## src/rtl/adf_sweep_ctrl.sv

```systemverilog
// Frequency-sweep sequencer feeding the ADF PLL serial driver: steps a code from f_start to f_stop.
// Optional SWEEP_TIMEOUT_EN adds a busy-handshake timeout (err[1]) and the TIMEOUT parameter.
module adf_sweep_ctrl #(
  parameter int DW      = 9,
  parameter int DWELL_W = 24,
  parameter int WR_HOLD = 128
`ifdef SWEEP_TIMEOUT_EN
  , parameter int TIMEOUT = 4096
`endif
) (
  input  logic               clk,
  input  logic               rst,
  input  logic               start,
  input  logic               stop,
  input  logic [DW-1:0]      f_start,
  input  logic [DW-1:0]      f_stop,
  input  logic [DW-1:0]      f_step,
  input  logic [DWELL_W-1:0] dwell,
  input  logic               cont,
  input  logic               tx_idle,
  output logic [DW-1:0]      datain,
  output logic               wrsig,
  output logic               sweep_busy,
  output logic               sweep_done,
  output logic [1:0]         err,
  output logic [15:0]        point_cnt,
  output logic [2:0]         dbg_state
);

  typedef enum logic [2:0] {
    S_IDLE      = 3'd0,
    S_ASSERT    = 3'd1,
    S_WAIT_BUSY = 3'd2,
    S_WAIT_DONE = 3'd3,
    S_DWELL     = 3'd4,
    S_NEXT      = 3'd5,
    S_DONE      = 3'd6
  } state_t;

  localparam int HW = $clog2(WR_HOLD + 1);

  // Handshake: the driver owns tx_idle (high = shifting). A write is one wrsig
  // pulse of WR_HOLD cycles with datain stable; completion is tx_idle rising then falling.
  state_t               state_q, state_d;
  logic [DW-1:0]        datain_d;
  logic                 wrsig_d, done_d;
  logic [1:0]           err_d;
  logic [15:0]          pcnt_d;
  logic [HW-1:0]        hold_q, hold_d;
  logic [DWELL_W-1:0]   dwell_q, dwell_d;
  logic [DW-1:0]        sh_start_q, sh_start_d, sh_stop_q, sh_stop_d, sh_step_q, sh_step_d;
  logic [DWELL_W-1:0]   sh_dwell_q, sh_dwell_d;
  logic                 sh_cont_q, sh_cont_d;
  logic [DW:0]          nxt;

`ifdef SWEEP_TIMEOUT_EN
  localparam int TW = $clog2(TIMEOUT + 1);
  logic [TW-1:0] wait_q, wait_d;
`endif

  assign dbg_state = state_q;
  assign nxt = {1'b0, datain} + {1'b0, sh_step_q};

  always_comb begin
    state_d    = state_q;
    datain_d   = datain;
    wrsig_d    = wrsig;
    done_d     = 1'b0;
    err_d      = err;
    pcnt_d     = point_cnt;
    hold_d     = hold_q;
    dwell_d    = dwell_q;
    sh_start_d = sh_start_q;
    sh_stop_d  = sh_stop_q;
    sh_step_d  = sh_step_q;
    sh_dwell_d = sh_dwell_q;
    sh_cont_d  = sh_cont_q;
`ifdef SWEEP_TIMEOUT_EN
    wait_d     = wait_q;
`endif
    case (state_q)
      S_IDLE: begin
        if (start && !stop) begin
          sh_start_d = f_start;
          sh_stop_d  = f_stop;
          sh_step_d  = f_step;
          sh_dwell_d = dwell;
          sh_cont_d  = cont;
          err_d      = 2'b00;
          pcnt_d     = 16'd0;
          if (f_start > f_stop) begin
            err_d[0] = 1'b1;
            state_d  = S_DONE;
          end else begin
            datain_d = f_start;
            wrsig_d  = 1'b1;
            hold_d   = '0;
            state_d  = S_ASSERT;
          end
        end
      end
      S_ASSERT: begin
        if (hold_q == HW'(WR_HOLD - 1)) begin
          wrsig_d = 1'b0;
          pcnt_d  = point_cnt + 16'd1;
          state_d = S_WAIT_BUSY;
`ifdef SWEEP_TIMEOUT_EN
          wait_d  = TW'(1);
`endif
        end else begin
          hold_d = hold_q + HW'(1);
        end
      end
      S_WAIT_BUSY: begin
        if (tx_idle) begin
          state_d = S_WAIT_DONE;
`ifdef SWEEP_TIMEOUT_EN
          wait_d  = TW'(1);
        end else if (wait_q == TW'(TIMEOUT - 1)) begin
          err_d[1] = 1'b1;
          state_d  = S_DONE;
        end else begin
          wait_d = wait_q + TW'(1);
`endif
        end
      end
      S_WAIT_DONE: begin
        if (!tx_idle) begin
          dwell_d = sh_dwell_q;
          state_d = S_DWELL;
`ifdef SWEEP_TIMEOUT_EN
        end else if (wait_q == TW'(TIMEOUT - 1)) begin
          err_d[1] = 1'b1;
          state_d  = S_DONE;
        end else begin
          wait_d = wait_q + TW'(1);
`endif
        end
      end
      S_DWELL: begin
        if (dwell_q == '0) state_d = S_NEXT;
        else               dwell_d = dwell_q - DWELL_W'(1);
      end
      S_NEXT: begin
        // nxt carries one extra bit so a step past the top code never aliases low
        if ((sh_step_q != '0) && !nxt[DW] && (nxt[DW-1:0] <= sh_stop_q)) begin
          datain_d = nxt[DW-1:0];
          wrsig_d  = 1'b1;
          hold_d   = '0;
          state_d  = S_ASSERT;
        end else if (sh_cont_q) begin
          datain_d = sh_start_q;
          wrsig_d  = 1'b1;
          hold_d   = '0;
          state_d  = S_ASSERT;
        end else begin
          state_d = S_DONE;
        end
      end
      S_DONE: begin
        done_d  = 1'b1;
        state_d = S_IDLE;
      end
      default: state_d = S_IDLE;
    endcase
`ifndef SWEEP_TIMEOUT_EN
    err_d[1] = 1'b0;
`endif
    // Abort overrides everything: no done pulse, error and count untouched
    if (stop && (state_q != S_IDLE)) begin
      state_d = S_IDLE;
      wrsig_d = 1'b0;
      done_d  = 1'b0;
      err_d   = err;
      pcnt_d  = point_cnt;
    end
  end

  always_ff @(posedge clk or posedge rst) begin
    if (rst) begin
      state_q    <= S_IDLE;
      datain     <= '0;
      wrsig      <= 1'b0;
      sweep_busy <= 1'b0;
      sweep_done <= 1'b0;
      err        <= 2'b00;
      point_cnt  <= 16'd0;
      hold_q     <= '0;
      dwell_q    <= '0;
      sh_start_q <= '0;
      sh_stop_q  <= '0;
      sh_step_q  <= '0;
      sh_dwell_q <= '0;
      sh_cont_q  <= 1'b0;
    end else begin
      state_q    <= state_d;
      datain     <= datain_d;
      wrsig      <= wrsig_d;
      sweep_busy <= (state_d != S_IDLE);
      sweep_done <= done_d;
      err        <= err_d;
      point_cnt  <= pcnt_d;
      hold_q     <= hold_d;
      dwell_q    <= dwell_d;
      sh_start_q <= sh_start_d;
      sh_stop_q  <= sh_stop_d;
      sh_step_q  <= sh_step_d;
      sh_dwell_q <= sh_dwell_d;
      sh_cont_q  <= sh_cont_d;
    end
  end

`ifdef SWEEP_TIMEOUT_EN
  always_ff @(posedge clk or posedge rst) begin
    if (rst) wait_q <= '0;
    else     wait_q <= wait_d;
  end
`endif

endmodule

```

## config.mk

```make
export PLATFORM = sky130hd
export DESIGN_NAME = adf_sweep_ctrl
export DESIGN_NICKNAME = d
export VERILOG_FILES = /design/src/rtl/adf_sweep_ctrl.sv
export SDC_FILE = /design/constraint.sdc
export NUM_CORES = 1
export LEC_CHECK = 0
export ABC_AREA = 1
export ABC_CLOCK_PERIOD_IN_PS = 3500
export CELL_PAD_IN_SITES_DETAIL_PLACEMENT = 1
export CELL_PAD_IN_SITES_GLOBAL_PLACEMENT = 2
export CORE_UTILIZATION = 29
export CTS_CLUSTER_DIAMETER = 150
export CTS_CLUSTER_SIZE = 12
export DETAILED_ROUTE_END_ITERATION = 10
export GPL_ROUTABILITY_DRIVEN = 0
export PLACE_DENSITY_LB_ADDON = 0.1
export RECOVER_POWER = 100
export SYNTH_ARGS = -nofsm -noshare
export SYNTH_HDL_FRONTEND = slang
export SYNTH_SLANG_ARGS = --single-unit
```

## constraint.sdc

```tcl
create_clock -name clk -period 3.5 [get_ports clk]
set_input_delay 0.7 -clock clk [delete_from_list [all_inputs] [get_ports clk]]
set_output_delay 0.7 -clock clk [all_outputs]
set_load 0.02 [all_outputs]
```

Run 1, clock nets:
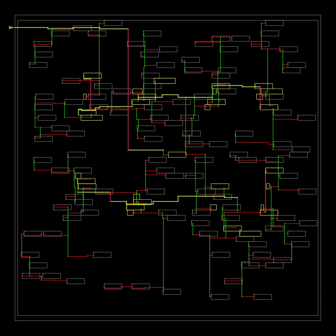
Clock Power: 1.88 mW
CTS Buf Count: 17
Clock Buffer Count: 20
Clock Sinks: 116
Seq cells: 116

Run 1, sizing map:
Scale: 2 px per µm.
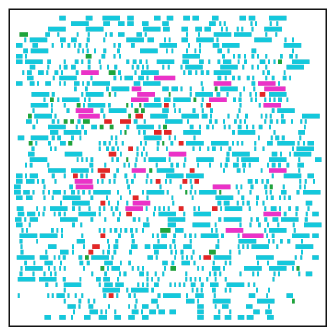
drive 3 to 4: drawn in red, cells 28. drive 6 and up: drawn in magenta, cells 23. drive 1 or less: drawn in cyan, cells 972. drive 2: drawn in green, cells 38.
Area growth, synth to finish: 26.08%
Signal buffers: 105
Final Instance Area: 0.008872 mm²

Run 1, wire density map:
Scale: 2 px per µm. 32 x 32 tiles, from dark purple (low) to yellow (high), scaled to the fullest tile. Values are wire area over tile area, all layers added.
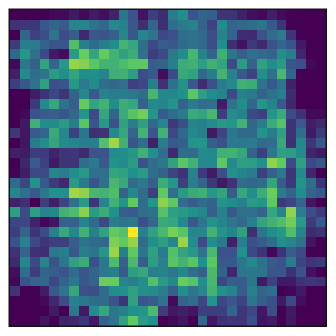
The fullest tile reaches 0.38. 22% of the tiles are over half the peak. The mean over all tiles is 0.13.
WL per Instance: 15.58 µm
Vias: 6261
total detailed-routing wirelength: 21500 µm
Tot GR Track Use: 18.60%

==> out/metrics.cfg, run 1 <==
[outcome]
outcome = completed

[setup_path]
cp-end-kind = flip-flop
cp-start-kind = flip-flop
cp_slowest_cell = dfrtp_1
critPathMaxStageDelay_ns = 0.41
arrival_ns = 3.50
critPathMaxFanout = 10
critPathBufInv = 3
worstPathCellList = ha_2 -> inv_1 -> fa_1 -> nand3b_1 -> nand2_1 -> nand2_1 -> nand2_1 -> nand2_1 -> nand2_1 -> inv_1 -> ha_1 -> nand2_1 -> nor2_2 -> nand4_1 -> nand3_1 -> nand2_2 -> nand2_4 -> nand3_4 -> nand2_8 -> inv_2 -> nand2_1 -> nand2_1
critical_path.top_delay_family = simple AND/OR/NAND/NOR gates
required_ns = 3.80
criticalPathCategory = flip-flop to flip-flop

[power_and_ir_drop]
p_leak_nw = 4.401
p_comb_share_pct = 48.3
power.internal_mw = 4.499
power.density_mw_per_mm2 = 898.1
clkPwrFrac_pct = 23.6
pg_seq_mw = 2.24
powerComb_mw = 3.85
ir_worst_vdd_uv = 443.8
maxPowerGroup = combinational logic
switchingPower_mw = 3.469

[yosys]
syn_area_per_cell_um2 = 7.392
syn_nets = 1040
synth-edff-count = 0
yosys_area_mm2 = 0.007037
syn_area_mm2 = 0.007037
synth_flops = 116
ys_cells = 952
synth-warning-count = 0
synth_cell_types = 47
synthFlopType = dfrtp_1
async_flop_share_pct = 100.0

[sta]
rsz0062_at_grt = no
fin_ws_ns = 0.2991
fin_crit_ns = 3.201
skew_ns = 0.01371
max_clock_freq_mhz = 312.4
relSlewSlack_pct = 13.50
drv_slew = 0
worst_pin_slew_ns = 1.290
finalSetupViolCount = 0
tns_ns = 0
finalCritPeriodShare_pct = 91.45

[clocking]
root_buffer = clkbuf_16
cts_tree = done
cts.path.max_buffers = 2
h-tree-depth = 4
cts_hold_buffers = 0
clk_pin_slew_ns = 0.05
clk_latency_ns = 0.43

[grt]
grt_max_degree = 66
grt_pass1_vias = 6511
antenna_found_initial = 0
grt_remaining_overflow = 0
grt_pass1_wl_um = 35310

[finish]
comb_area_mm2 = 0.003505
seq_area_mm2 = 0.002903
layout_top_cells = 329 x nand2_1, 116 x dfrtp_1, 107 x inv_1
nets = 1136
drive_gt1_share_pct = 8.388

[drt]
ant_nets = 0
initialDrtViolationCount = 213
viasPerCell = 4.537
drc_errors = 0

[flow_run]
tool_warnings = 26
maxCapViolations = 0

[floorplan]
ios = 90
num_rows = 56
die_h_um = 157.8

[placed_design]
preCtsSetupSlack_ns = 0.1671
dp_hpwl_um = 15900

## run 1: cells by family (layout without fill, tap and decap cells)
| kind of cell | after synthesis | in the layout | share of synthesized area [%] |
|---|---|---|---|
| adders and majority gates | 31 | 31 | 5.619 |
| and+or+nand+nor | 522 | 522 | 31.97 |
| DFF | 116 | 116 | 41.25 |
| AOI/OAI and AO/OA | 113 | 113 | 9.566 |
| xor gates and xnor gates | 24 | 24 | 2.987 |
| buffers and inverters | 145 | 254 | 8.553 |
| other | 1 | 1 | 0.05329 |
## run 1: per-stage QoR
step	instance area [µm²]	hold WS (ns)	util (%)	instances	total power, mW
floorplan	7041	0.4367	-	952	4.888
global placement	8273	0.4553	35.04	1344	6.045
detailed placement	8273	0.4622	35.04	1344	6.083
CTS	8900	0.4753	37.69	1376	8.033
global route	8872	0.4969	37.57	1380	8.728
finish	8872	0.4701	37.57	1380	7.968
## run 1: registers in the layout, indices dropped and copies added, names as in the netlist
| name | cells |
|---|---|
| dwell_q | 24 |
| sh_dwell_q | 24 |
| point_cnt | 16 |
| datain | 9 |
| sh_start_q | 9 |
| sh_step_q | 9 |
| sh_stop_q | 9 |
| hold_q | 8 |
| dbg_state | 3 |
| err | 1 |
| sh_cont_q | 1 |
| sweep_busy | 1 |
| sweep_done | 1 |
| wrsig | 1 |
## run 1: what timing repair did
item / CTS / global route
buffers inserted: 0 / 4
gates resized: 0 / 4
setup endpoints to repair: 0 / 17
## run 1: worst min-delay path, stage by stage (launching register included)
cell	delay (ns)
dfrtp_1	0.34
nand2_1	0.05
nand2_1	0.04
## run 1: synthesized netlist by cell type, drive strengths merged, types with 8 or more instances
library cell | instances | area [µm²]
nand2 | 337 | 1300
nand4 | 13 | 81.33
a31oi | 9 | 56.30
xor2 | 18 | 157.7
ha | 30 | 375.4
or2 | 8 | 50.05
nor3 | 9 | 50.05
dfrtp | 116 | 2903
nor2 | 82 | 362.8
o21ai | 61 | 335.3
buf | 22 | 140.1
inv | 117 | 439.2
nand3 | 63 | 337.8
a21oi | 23 | 118.9
## run 1: per-layer routing
metal | vias up | wire [µm] | share of wire [%] | global-route usage (%)
li1 | 3224 | - | - | -
met1 | 2967 | 10870 | 51 | 25.32
met2 | 60 | 10020 | 47 | 30.59
met3 | 10 | 495 | 2.3 | 3.230
met4 | 0 | 114 | 0.53 | 4.161
met5 | - | 0 | 0 | 0
## run 1: worst paths after layout
kind / from / end / slack (ns) / depth (start not counted)
max in group asynchronous: rst / dwell_q[9] / 0.92 / 3
min in group asynchronous: rst / sh_step_q[5] / 1.00 / 2
worst min register to register: sh_dwell_q[3] / sh_dwell_q[3] / 0.47 / 2
worst max-delay path: datain[0] / datain[0] / 0.30 / 22
worst min-delay path: sh_dwell_q[3] / sh_dwell_q[3] / 0.47 / 2
worst max register to register: datain[0] / datain[0] / 0.30 / 22
## run 1: layout make-up
class                   count  area share [%]
inverters                 117           4.964
multi-input cells         691           39.50
flip-flops and latches    116           32.72
clock inverters            12           2.031
repair buffers            105           11.25
well taps                 319           4.499
clock buffers              20           5.035
Run 1, signal wires on met3:
Scale: 2 px per µm. Cells faint in the background.
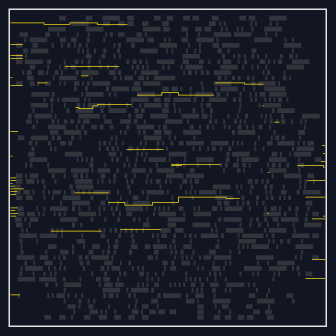

--- run 2 (diff from run 1) ---
Settings changed: CORE_UTILIZATION 29 to 33, DONT_BUFFER_PORTS set to 1, GPL_ROUTABILITY_DRIVEN 0 to unset.
Run 2, signal wires on met3:
Scale: 2 px per µm. Cells faint in the background.
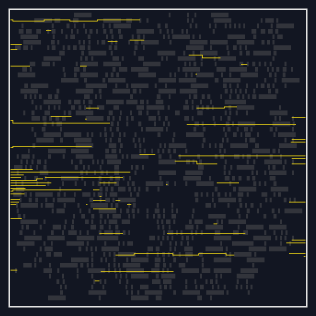
The layer holds 4.3% of the routed length. The wires run mostly horizontal.
Vias: 6126
met3 usage in global routing: 5.031%
total detailed-routing wirelength: 20970 µm

==> run 2 against run 1 <==
- the run now ends with capacitance limit, slew limit left
- hold slack worse by 0.14 ns
- via count is 2.2% lower
- area after synthesis stayed put
- global-route usage is 2.1 points higher
- cell count is 9.6% lower
- cell area is 10% lower
- sequential cell count stayed put
- die size is 12% lower
- critical path depth stayed put
- wire length is 2.5% lower
- clock skew hardly changed
- core utilization is 0.35 points higher
- highest routed layer unchanged
==> out/metrics.cfg, run 2 <==
[power_and_ir_drop]
clkPwrFrac_pct = 24.2
switchingPower_mw = 3.524
p_total_mw = 7.929
p_comb_share_pct = 46.1
p_sw_share_pct = 44.45
p_leak_nw = 3.987
ir_worst_vdd_uv = 407.0
power.internal_mw = 4.405
pwr-share-seq_pct = 29.7
power.density_mw_per_mm2 = 997.6

[grt]
gr-max-usage-layer = met2
antenna_found_initial = 0
grt_max_degree = 117
use_met2_pct = 33.10
grt_pass1_vias = 6620
use_met1_pct = 27.18
grt_remaining_overflow = 0
grt_pass1_wl_um = 35070

[floorplan]
ios = 90
die_h_um = 148.0
coreArea_mm2 = 0.02096
die_width_um = 148.0
num_rows = 53

[drt]
drc_errors = 0
ant_nets = 0
viasPerCell = 4.913
initialDrtViolationCount = 220
dr.pass1.iters = 4

[flow_run]
maxCapViolations = 1
tool_warnings = 28

[yosys]
syn_nets = 1040
top_cell = nand2_1
async_flop_share_pct = 100.0
syn_area_mm2 = 0.007037
netlist_top_cells_count = 327 x nand2_1, 116 x dfrtp_1, 107 x inv_1
synthFlopType = dfrtp_1
syn_area_per_cell_um2 = 7.392
synth-edff-count = 0
yosys_area_mm2 = 0.007037
synth_cell_types = 47
synth-warning-count = 0
ys_seq_share_pct = 41.25
syn_inst = 952
synth_flops = 116
top_area_share_pct = 41.25
synth.area.top_cells = dfrtp_1 41%, nand2_1 17%, inv_1 5.7%, ha_1 5.3%, nand3_1 4.3%
top_area_cell = dfrtp_1
ys_cells = 952

[sta]
relSlewSlack_pct = -83.44
worst_pin_slew_ns = 2.752
skew_ns = 0.01341
drv_slew = 117
finalHoldViolCount = 0
rsz0062_at_grt = no
whs_ns = 0.3347
tns_ns = 0
finalSetupViolCount = 0
max_clock_freq_mhz = 312.6
finalCritPeriodShare_pct = 91.39
fin_crit_ns = 3.199

[setup_path]
critPathMaxFanout = 10
cp-start-kind = flip-flop
reg2regPathDepth = 22
crit_top_cell = nand2_1
cp-end-kind = flip-flop
cp_slowest_cell = dfrtp_1
required_ns = 3.81
critical_path.top_delay_family = simple AND/OR/NAND/NOR gates
worstPathCellList = ha_4 -> inv_1 -> fa_1 -> nand3b_1 -> nand2_2 -> nand2_1 -> nand2_1 -> nand2_1 -> nand2_1 -> inv_1 -> ha_1 -> nand2_1 -> nor2_2 -> nand4_1 -> nand3_1 -> nand2_2 -> nand2_4 -> nand3_4 -> nand2_8 -> inv_2 -> nand2_1 -> nand2_1
path_depth = 22
critPathMaxStageDelay_ns = 0.41
arrival_ns = 3.51
criticalPathCategory = flip-flop to flip-flop
critPathBufInv = 3

[clocking]
cts.path.max_buffers = 2
clk_pin_slew_ns = 0.06
clk_latency_ns = 0.43
h-tree-depth = 4
cts_tree = done
root_buffer = clkbuf_16
clkSinkCount = 116
numCtsBuffers = 17

[finish]
layout_top_cell = nand2_1
area_growth_syn_to_layout_pct = 12.94
final_core_util_pct = 37.93
nets = 1047
layout_top_cells = 328 x nand2_1, 116 x dfrtp_1, 109 x inv_1
finalInstanceArea_mm2 = 0.007948
antennaDiodeCount = 0
largestRegisters = dwell_q: 24 flops, sh_dwell_q: 24 flops, point_cnt: 16 flops
drive_gt1_share_pct = 8.848

[placed_design]
gp_congestion = 0.8332
dp_hpwl_um = 15200
io_buffers = 0
place_area_mm2 = 0.007315

[worst_hold_path]
hold_depth = 1

[outcome]
outcome = finished, violations left
violations = capacitance limit, slew limit

Run 2, wire density map:
Scale: 2 px per µm. 30 x 30 tiles, from dark purple (low) to yellow (high), scaled to the fullest tile. Values are wire area over tile area, all layers added.
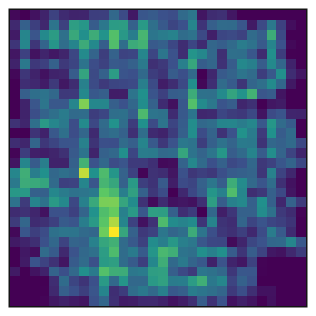
The densest ninth of the die: south. The fullest tile reaches 0.54. 11% of the tiles are over half the peak.
Tot GR Track Use: 20.67%
WL per Instance: 16.81 µm

-- run 2: kinds of logic after synthesis --
logic type | Yosys count | share of synthesized area (%)
xor gates and xnor gates | 24 | 2.987
buffers and inverters | 145 | 8.553
adders and majority gates | 31 | 5.619
and+or+nand+nor | 522 | 31.97
other | 1 | 0.05329
AOI/OAI and AO/OA | 113 | 9.566
DFF | 116 | 41.25
-- run 2: stage by stage --
step / setup WS, ns / instances
global route: 0.02087 / 1247
CTS: 0.06736 / 1241
global placement: 0.2762 / 1209
floorplan: 0.4375 / 952
finish: 0.3012 / 1247
detailed placement: 0.07392 / 1209
-- run 2: per-layer routing --
layer  up-vias  wire length (µm)
met5         -                 0
met4         0               354
met3        22               903
met2        79              9803
met1      2990              9907
li1       3035                 -
-- run 2: worst register-to-register path: stages (launching register included) --
cell and delay [ns]:
dfrtp_1 0.41, ha_4 0.17, inv_1 0.05, fa_1 0.40, nand3b_1 0.20, nand2_2 0.11, nand2_1 0.08, nand2_1 0.07
nand2_1 0.06, nand2_1 0.08, inv_1 0.05, ha_1 0.30, nand2_1 0.08, nor2_2 0.13, nand4_1 0.10, nand3_1 0.11
nand2_2 0.08, nand2_4 0.12, nand3_4 0.14, nand2_8 0.15, inv_2 0.09, nand2_1 0.08, nand2_1 0.05
-- run 2: cell type report --
class | instances | area (µm²)
sequential | 116 | 2903
timing repair buffer | 16 | 101.3
multi-input combinational | 691 | 3517
fill | 2654 | 13010
inverter | 117 | 440.4
clock inverter | 14 | 202.7
clock buffer | 18 | 439.2
tap | 275 | 344.1
-- run 2: what timing repair did --
item	CTS	global route
hold buffers	0	0
setup endpoints to repair	0	18
gates resized	0	6
setup buffers	0	6
-- run 2: power by group through the flow --
stage	registers, mW	logic, mW	clock network (mW)
2_1_floorplan	2.25	2.64	0
3_3_place_gp	2.36	3.37	0
3_5_place_dp	2.38	3.46	0
4_1_cts	2.36	3.49	1.97
5_1_grt	2.44	4.21	2.02
6_report	2.36	3.65	1.92
-- run 2: worst paths after layout --
check                              startpoint       endpoint  slack, ns
worst max-delay path             sh_step_q[0]      datain[5]       0.30
worst min-delay path                     stop     sweep_done       0.33
worst max register to register   sh_step_q[0]      datain[5]       0.30
worst min register to register  sh_dwell_q[6]  sh_dwell_q[6]       0.47
max in group asynchronous                 rst      datain[2]       0.66
min in group asynchronous                 rst   point_cnt[2]       1.18
Power and IR drop assume default switching activity.
